[config.mk]
export PLATFORM = sky130hd
export DESIGN_NAME = rr_arbiter
export DESIGN_NICKNAME = d
export VERILOG_FILES = /design/src/rtl/rr_arbiter.sv
export SDC_FILE = /design/constraint.sdc
export NUM_CORES = 1
export LEC_CHECK = 0
export ABC_CLOCK_PERIOD_IN_PS = 4000
export CAP_MARGIN = 25
export CORE_MARGIN = 4
export CORE_UTILIZATION = 25
export CTS_CLUSTER_DIAMETER = 40
export DETAILED_ROUTE_END_ITERATION = 12
export PLACE_DENSITY = 0.58
export REMOVE_ABC_BUFFERS = 1
export SLEW_MARGIN = 20
export SYNTH_ARGS = -nofsm -noshare
export SYNTH_HDL_FRONTEND = slang
export SYNTH_SLANG_ARGS = --single-unit
[constraint.sdc]
create_clock -name clk_i -period 4 [get_ports clk_i]
set_clock_uncertainty 0.15 [all_clocks]
set_input_delay 1.2 -clock clk_i [delete_from_list [all_inputs] [get_ports clk_i]]
set_output_delay 1.2 -clock clk_i [all_outputs]
set_load 0.01 [all_outputs]
[src/rtl/rr_arbiter.sv]
// rr_arbiter: round-robin arbiter; same-cycle one-hot grant, priority rotates past each winner.
module rr_arbiter #(
    parameter int NUM_REQ = 4
) (
    input  logic               clk_i,
    input  logic               arst_ni,
    input  logic               allow_i,
    input  logic [NUM_REQ-1:0] req_i,
    output logic [NUM_REQ-1:0] gnt_o
);
    localparam int PW = NUM_REQ > 1 ? $clog2(NUM_REQ) : 1;
    logic [PW-1:0]      ptr, off, gidx, nxt;
    logic [NUM_REQ-1:0] rot;
    logic [PW:0]        sum;
    logic               found;
    // rot[k] is the request at index (ptr + k) mod NUM_REQ, so the lowest set bit wins
    always_comb begin
        rot = NUM_REQ'({req_i, req_i} >> ptr);
        found = 1'b0;
        off = '0;
        for (int k = 0; k < NUM_REQ; k++)
            if (!found && rot[k]) begin
                found = 1'b1;
                off = PW'(k);
            end
        sum = {1'b0, ptr} + {1'b0, off};
        gidx = sum >= (PW+1)'(NUM_REQ) ? PW'(sum - (PW+1)'(NUM_REQ)) : PW'(sum);
        nxt = gidx == PW'(NUM_REQ - 1) ? '0 : gidx + PW'(1);
        gnt_o = found && allow_i && arst_ni ? NUM_REQ'(1) << gidx : '0;
    end
    always_ff @(posedge clk_i)
        if (!arst_ni) ptr <= '0;
        else if (|gnt_o) ptr <= nxt;
endmodule

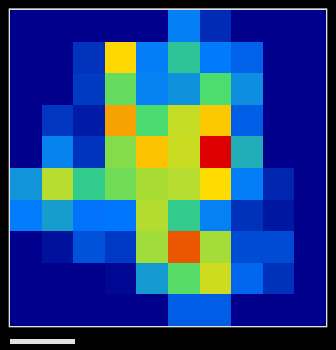
(images/route_heat.png)
The bar under the picture is 10 um long. The die is cut into 10 by 10 equal tiles; dark blue is low, red is high, scaled to the fullest tile. Values are wire area over tile area, all layers added.
- fullest tile: 0.30
- nearly empty tiles: 39%
- tiles over half the peak: 22%
- mean over tiles: 0.071
- densest ninth of the die: middle
- emptiest ninth of the die: bottom left

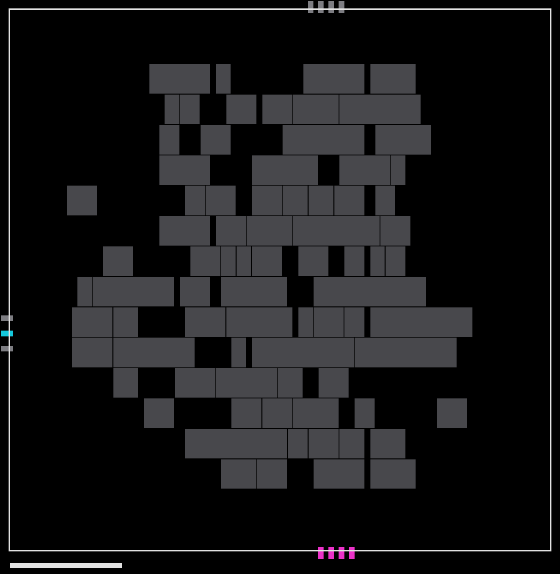
(images/pinout.png)
The bar under the picture is 10 um long. Pins as bars across the die edge, other pins in gray.
- magenta: gnt_o (pins 4; direction output; edge bottom)
- cyan: allow_i (pins 1; direction input; edge left)
- all pins by edge: 4 bottom, 4 top, 3 left

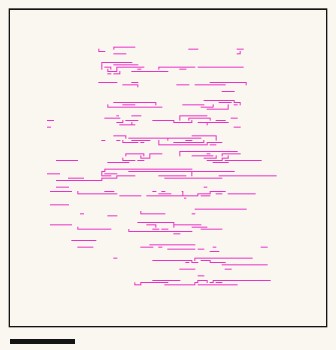
(images/m1.png)
The bar under the picture is 10 um long.
- longest straight run: 16.1 um
- nets with wire on the layer: 81
- wire length on this layer: 485 um
- main direction: horizontal
- share of all routed wire: 44%

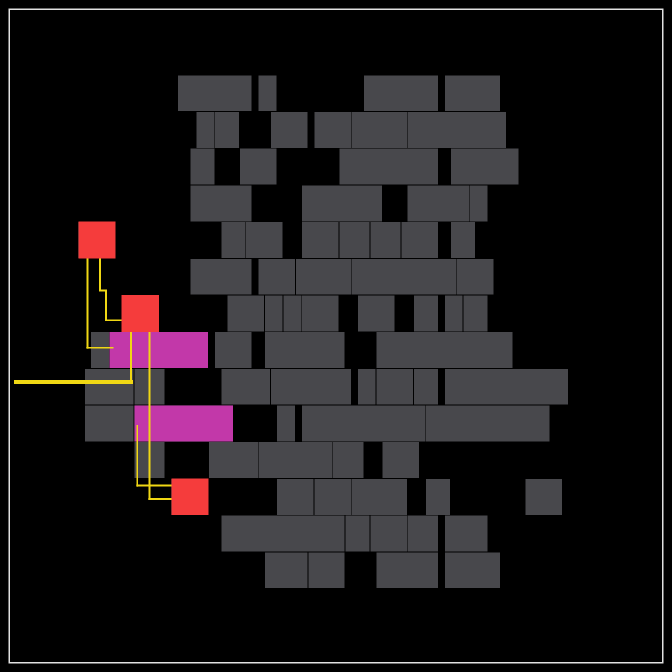
(images/clock_wires.png)
- yellow: clock wires (length 57.6 um)
- magenta: flip-flops (count 2)
- red: clock-net drivers (count 3)
- routed clock nets: 4

==> impl_metrics.py <==
# Physical implementation metrics
metrics = {
    "sta": {
        "fin_ws_ns": -0.1591,
        "timing.slew.headroom_pct": 65.57,
        "final_setup_violation_count": 4,
    },
    "global_route": {
        "globalRouteOverflowTotal": 0,
    },
    "clock_tree": {
        "clock_tree_from_tritoncts": "yes",
        "cts.clk_slew.worst_paths_ns": 0.03,
        "cts.htree.levels": 1,
        "max-clock-path-buffers": 2,
    },
    "critical_path": {
        "critPathCaptureType": "primary output",
        "crit_path_cell_trace": "buf_8, nand2b_4, o22ai_2, o21ai_1, nand2_1, ha_4, xor2_4, xor2_2, buf_4, ha_4, and2_4, buf_6",
        "crit_top_cell": "sky130_fd_sc_hd__ha_4",
        "worstSetupPathType": "in -> out",
        "crit_path_top_delay_cell": "sky130_fd_sc_hd__xor2_4",
    },
    "detailed_routing": {
        "final_ant_viol_nets": 0,
        "via_per_inst": 4.819,
    },
    "synthesis": {
        "yosys.area_share.adder_pct": 15.38,
        "postSynthAreaPerCell_um2": 7.820,
    },
    "run_status": {
        "failed_checks": "negative setup slack",
        "outcome": "finished, violations left",
    },
    "floorplanning": {
        "i_o_pin_count": 11,
    },
}
[power by group through the flow]
| stage | Sequential [W] | Clock (W) | Combinational, W |
|---|---|---|---|
| finish | 0.0000652 | 0.0000441 | 0.000469 |
| global route | 0.0000670 | 0.0000494 | 0.000525 |
| CTS | 0.0000599 | 0.0000471 | 0.000421 |
| detailed placement | 0.0000509 | 0 | 0.000283 |
| global placement | 0.0000510 | 0 | 0.000280 |
| floorplan | 0.0000497 | 0 | 0.000174 |
[worst max-delay path by stage]
stage | to | cells after the start
floorplan | gnt_o[3] | 9
global placement | gnt_o[2] | 11
detailed placement | gnt_o[2] | 11
CTS | gnt_o[2] | 12
global route | gnt_o[3] | 12
finish | gnt_o[3] | 12
[cell families (layout without fill, tap and decap cells)]
kind of cell    count (synthesis)  after routing
compound gates                  8              8
mux                             2              2
simple gates                   27             27
xor+xnor                        3              3
buf+inv                         5             31
flops                           2              2
fa+ha+maj                       5              5
[critical path, delay by kind of cell]
| family | cells | cell delay, ns |
|---|---|---|
| and+or+nand+nor | 3 | 0.37 |
| buffers and inverters | 3 | 0.35 |
| xor gates and xnor gates | 2 | 0.40 |
| adders and majority gates | 2 | 0.28 |
| AOI/OAI and AO/OA | 2 | 0.21 |
[area by class of cell]
class	instances	area, um^2
clock buffers	3	22.52
inverters	1	3.754
fillers	142	721.9
well taps	16	20.02
flip-flops and latches	2	40.04
multi-input cells	45	469.2
repair buffers	27	246.5
[timing repair]
action | 4_1_cts | 5_1_grt
cloned | 0 | 0
setup endpoints to repair | 4 | 4
pin swaps | 7 | 5
resized | 61 | 10
buffers inserted | 4 | 2
[routing by layer]
layer  wire [um]  GRT usage [%]  vias up
met2         599          18.91        3
met3          19          1.840        0
met4           0          4.147        0
li1            -              -      233
met1         485          10.86      217
met5           0              0        -
